Fig. 1: nets reached from selected ports
Bar = 20 µm.
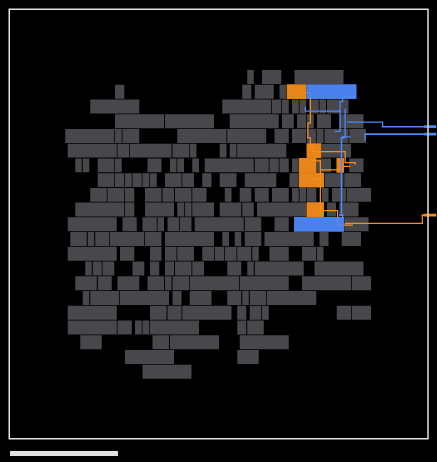
Fig. 2: placement density heat map
Bar = 20 µm. The die is cut into 8 by 8 equal tiles; black is low, pale yellow is high, 0 to 100% covered.
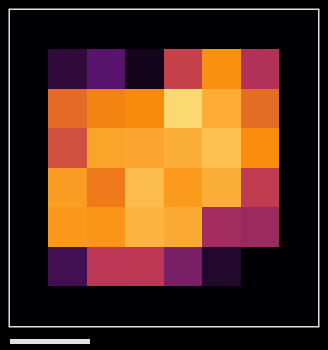
$ cat config.mk
export PLATFORM = sky130hd
export DESIGN_NAME = delay_sequencer_flat
export DESIGN_NICKNAME = d
export VERILOG_FILES = /design/src/rtl/delay_sequencer_if.sv /design/src/rtl/delay_sequencer.sv /design/src/flat_wrapper.sv
export SDC_FILE = /design/constraint.sdc
export NUM_CORES = 1
export LEC_CHECK = 0
export CAP_MARGIN = 15
export CORE_AREA = 10 10 67 69
export CTS_BUF_LIST = sky130_fd_sc_hd__clkbuf_16
export CTS_CLUSTER_DIAMETER = 40
export CTS_CLUSTER_SIZE = 12
export DETAILED_ROUTE_END_ITERATION = 6
export DIE_AREA = 0 0 77 79
export GPL_ROUTABILITY_DRIVEN = 0
export PLACE_DENSITY = 0.79
export REMOVE_ABC_BUFFERS = 1
export SETUP_SLACK_MARGIN = 0.05
export SYNTH_ARGS = -nofsm -noshare
export SYNTH_HDL_FRONTEND = slang
export SYNTH_SLANG_ARGS = --single-unit
$ cat constraint.sdc
create_clock -name clk -period 1.9 [get_ports clk]
set_input_delay 0.57 -clock clk [delete_from_list [all_inputs] [get_ports clk]]
set_output_delay 0.57 -clock clk [all_outputs]
set_load 0.02 [all_outputs]
$ cat src/rtl/delay_sequencer_if.sv
// delay_sequencer_if: control and timer handshake bundle between a sequencer and its user
interface delay_sequencer_if #(parameter int STEP_W = 2);
  logic start;
  logic abort;
  logic timer_done;
  logic timer_enable;
  logic [STEP_W-1:0] step;
  logic step_valid;
  logic busy;
  logic finished;
  logic error;
  modport master (
    output start, abort, timer_done,
    input  timer_enable, step, step_valid, busy, finished, error
  );
  modport slave (
    input  start, abort, timer_done,
    output timer_enable, step, step_valid, busy, finished, error
  );
endinterface

$ cat src/rtl/delay_sequencer.sv
// delay_sequencer: walks a delay timer through NUM_STEPS enable/done/release handshakes with a watchdog
module delay_sequencer #(
  parameter int NUM_STEPS = 4,
  parameter int TIMEOUT_CYCLES = 1000000
) (
  input logic clk,
  input logic rst_n,
  delay_sequencer_if.slave bus
);
  localparam int STEP_W = $clog2(NUM_STEPS) > 1 ? $clog2(NUM_STEPS) : 1;
  localparam int CW = $clog2(TIMEOUT_CYCLES + 1) > 1 ? $clog2(TIMEOUT_CYCLES + 1) : 1;
  localparam logic [1:0] IDLE = 2'd0, ARM = 2'd1, REL = 2'd2;
  logic [1:0] state;
  logic [CW-1:0] wd;
  logic [STEP_W-1:0] step;
  logic timer_enable, step_valid, busy, finished, error;
  logic last, expire;
  assign last = step == STEP_W'(NUM_STEPS - 1);
  assign expire = (TIMEOUT_CYCLES != 0) && (wd == CW'(TIMEOUT_CYCLES - 1));
  // a done edge or release completion always wins over the watchdog on the same edge
  always_ff @(posedge clk or negedge rst_n) begin
    if (!rst_n) begin
      state <= IDLE;
      wd <= '0;
      step <= '0;
      timer_enable <= 1'b0;
      step_valid <= 1'b0;
      busy <= 1'b0;
      finished <= 1'b0;
      error <= 1'b0;
    end else begin
      step_valid <= 1'b0;
      finished <= 1'b0;
      wd <= wd + 1'b1;
      if (state == IDLE) begin
        wd <= '0;
        if (bus.start) begin
          state <= ARM;
          step <= '0;
          error <= 1'b0;
          timer_enable <= 1'b1;
          busy <= 1'b1;
        end
      end else if (bus.abort) begin
        state <= IDLE;
        wd <= '0;
        timer_enable <= 1'b0;
        busy <= 1'b0;
      end else if (state == ARM && bus.timer_done) begin
        state <= REL;
        wd <= '0;
        timer_enable <= 1'b0;
        step_valid <= 1'b1;
      end else if (state == REL && !bus.timer_done) begin
        wd <= '0;
        if (last) begin
          state <= IDLE;
          busy <= 1'b0;
          finished <= 1'b1;
        end else begin
          state <= ARM;
          step <= step + 1'b1;
          timer_enable <= 1'b1;
        end
      end else if (expire || state == 2'd3) begin
        state <= IDLE;
        wd <= '0;
        timer_enable <= 1'b0;
        busy <= 1'b0;
        error <= expire;
      end
    end
  end
  assign bus.timer_enable = timer_enable;
  assign bus.step = step;
  assign bus.step_valid = step_valid;
  assign bus.busy = busy;
  assign bus.finished = finished;
  assign bus.error = error;
endmodule

$ cat src/flat_wrapper.sv
// flat-port wrapper written by rule: the top's interface ports become plain ports
module delay_sequencer_flat 
#(
  parameter int NUM_STEPS = 4,
  parameter int TIMEOUT_CYCLES = 1000000
)
  (clk, rst_n, bus_start, bus_abort, bus_timer_done, bus_timer_enable, bus_step, bus_step_valid, bus_busy, bus_finished, bus_error);
  delay_sequencer_if #(.STEP_W(2)) bus_i ();
  input logic clk;
  input logic rst_n;
  input wire logic [$bits(bus_i.start)-1:0] bus_start;
  input wire logic [$bits(bus_i.abort)-1:0] bus_abort;
  input wire logic [$bits(bus_i.timer_done)-1:0] bus_timer_done;
  output wire logic [$bits(bus_i.timer_enable)-1:0] bus_timer_enable;
  output wire logic [$bits(bus_i.step)-1:0] bus_step;
  output wire logic [$bits(bus_i.step_valid)-1:0] bus_step_valid;
  output wire logic [$bits(bus_i.busy)-1:0] bus_busy;
  output wire logic [$bits(bus_i.finished)-1:0] bus_finished;
  output wire logic [$bits(bus_i.error)-1:0] bus_error;
  assign bus_i.start = bus_start;
  assign bus_i.abort = bus_abort;
  assign bus_i.timer_done = bus_timer_done;
  assign bus_timer_enable = bus_i.timer_enable;
  assign bus_step = bus_i.step;
  assign bus_step_valid = bus_i.step_valid;
  assign bus_busy = bus_i.busy;
  assign bus_finished = bus_i.finished;
  assign bus_error = bus_i.error;
  delay_sequencer #(.NUM_STEPS(NUM_STEPS), .TIMEOUT_CYCLES(TIMEOUT_CYCLES)) u_core (.clk(clk), .rst_n(rst_n), .bus(bus_i));
endmodule
==> results.txt <==
fresh numbers from the pnr run: status completed, nets roughly 200, Worst VDD drop around 0.59 mV, final routed DRC violation total 0, Tmin final approximately 1.8 ns, share of the synthesized area in the top cell type around 47%, buffering overhead between 10% and 20%, Combinational Area 840 µm², Sequential Power Share around 42%, Non-clk invs 7, Flop area a little over 700 µm², WP data required 2.06 ns, dominant register cell dfrtp_1, Slew Limit Fails 0, vias in the first global route around 1,400, beginning of the critical path u_core.wd[1], clock buffers 5, flop share of the area about a third, Multi-Input Combinational roughly 120, XORs/XNORs by Area 7.88%, fill count around 250, WL met1 around 1500 µm, row cnt 21, total of max-cap violations 0, ys cells between 150 and 200, period utilization between 90% and 100%, Largest stage delay, worst path around 0.51 ns, Setup Crit Path Kind reg -> reg, Top cells by area dfrtp_1, xnor2_1, nor2_1, ClkCell Share approximately 6.6%, Cell variety after synth 43, final antenna-violating net count 0, Sw Share 24.3%, Avg WL per Cell roughly 15 µm, tool warnings 26, Top Layout Cells dfrtp_1, nor2_1, buf_4, xnor2_1, nand2_1, reg2reg start u_core.wd[1], antenna violations before repair 0, buffer and inverter count on the worst path 1, post-DP HPWL 2480 µm, Tot Pwr 0.00158 W, Die X 77 µm, n_taps about 46, Power Clock roughly 0.00073 W, CP startpoint kind flop, yosys simple share 28.3%, Cell Pwr Density approximately 750 nW/µm², via count about 1,400, global-route wire length before repair around 6000 µm, adder-cell area share of the yosys netlist about 1.6%, worst hold margin approximately 0.52 ns, met3 Usage GRT ~4.8%, AO/OA Area Share between 10% and 20%, Hold EP u_core.bus.error, CTS Sinks 29, Worst path depth 6, CTS tree built, Hold Path Origin u_core.bus.error, final cell count without fillers 244, Crit Path Max Fanout 6, R2R Setup Slk around 0.067 ns, area of the die between 6000 and 7000 µm², worst rel slew slack 71.7%, Mapped Area approximately 1600 µm², Worst-path clk slew about 0.05 ns, WL met3 211 µm, Chip Height roughly 79 µm, Via-to-Cell Ratio about 5.6, CTS Buf Count 5, hold depth 1, switching power around 0.00038 W, placed inst area approximately 1800 µm², Commonest Layout Cell dfrtp_1, clock share of power a little under half, Post-synth top cells dfrtp_1, nor2_1, xnor2_1, Setup TNS 0 ns, layout cells sized above 1 roughly 25%, Pleak between 0.8 and 0.9 nW, WL met2 1810 µm, largest net degree at the start of global routing 30, Comb group ~0.00018 W, drt total wl 3660 µm, Synth area leader dfrtp_1, latest clock arrival within the worst-skew pair 0.27 ns, final setup vio count 0, Power Internal 0.00120 W, MUX share of area between 1 and 1.5%, RSZ-0062 raised after global routing yes, WP data arrival 1.99 ns, Top logic family simple AND/OR/NAND/NOR gates, pre-CTS setup slack -0.173 ns, Tightest Pin Transition roughly 0.42 ns, RR Endpoint u_core.wd[4], met2 GRT Util between 20% and 30%, crit path cell chain ha_2 > nand3_4 > or4_4 > o21ai_4 > clkbuf_16 > nor2_1, Synth Area per Inst 9.38 µm², Non-Clock Buffer Count 32, Tot GR Track Use approximately an eighth, GRT busiest layer met2, area grow syn2layout 34.6%, Root Driver clkbuf_16, Setup crit end u_core.wd[4], Starting DRT DRC Count approximately 90, Syn Inst Count between 150 and 200, Comb power frac between 10% and 20%, Top class by area multi-input combinational cells, Max Fclk about 550 MHz
Back to the opening pictures, Fig. 1:
Key: blue = bus_step [bits 2, direction output, edge right, end cells 2, buffers 2, wire 67.8 µm]; orange = bus_timer_done [bits 1, direction input, edge right, end cells 6, buffers 2, wire 67.2 µm]
Port Buffers: 11
IO Pins: 12

Back to the opening pictures, Fig. 2:
25% of the tiles are over 75% full. The mean over all tiles is 34%. 45% of the tiles are nearly empty. The emptiest ninth of the die: bottom right. The fullest tile reaches 92%.
total core area: 3230 µm²
fp_density: 48.2%
post-layout util: 64.8%

timing repair:
action	CTS	global route
hold endpoints to repair	0	0
gates resized	4	17
endpoints found under the setup margin	22	25
buffers inserted	0	1
pin swaps	0	6
cloned	0	2
cells by family after synthesis:
family	Yosys count
buffers and inverters	15
multiplexers	2
XOR/XNOR	14
adder cells (fa/ha/maj)	2
AND/OR/NAND/NOR	80
AND-OR/OR-AND	24
flip-flops	29
registers in the layout, indices dropped and copies added (netlist names):
| register | flops |
|---|---|
| u_core.bus.error | 1 |
| u_core.bus.step | 2 |
| u_core.bus.busy | 1 |
| u_core.bus.step_valid | 1 |
| u_core.state | 2 |
| u_core.bus.timer_enable | 1 |
| u_core.wd | 20 |
| u_core.bus.finished | 1 |
Power figures rest on the tool's default switching activity, not on a simulated workload.
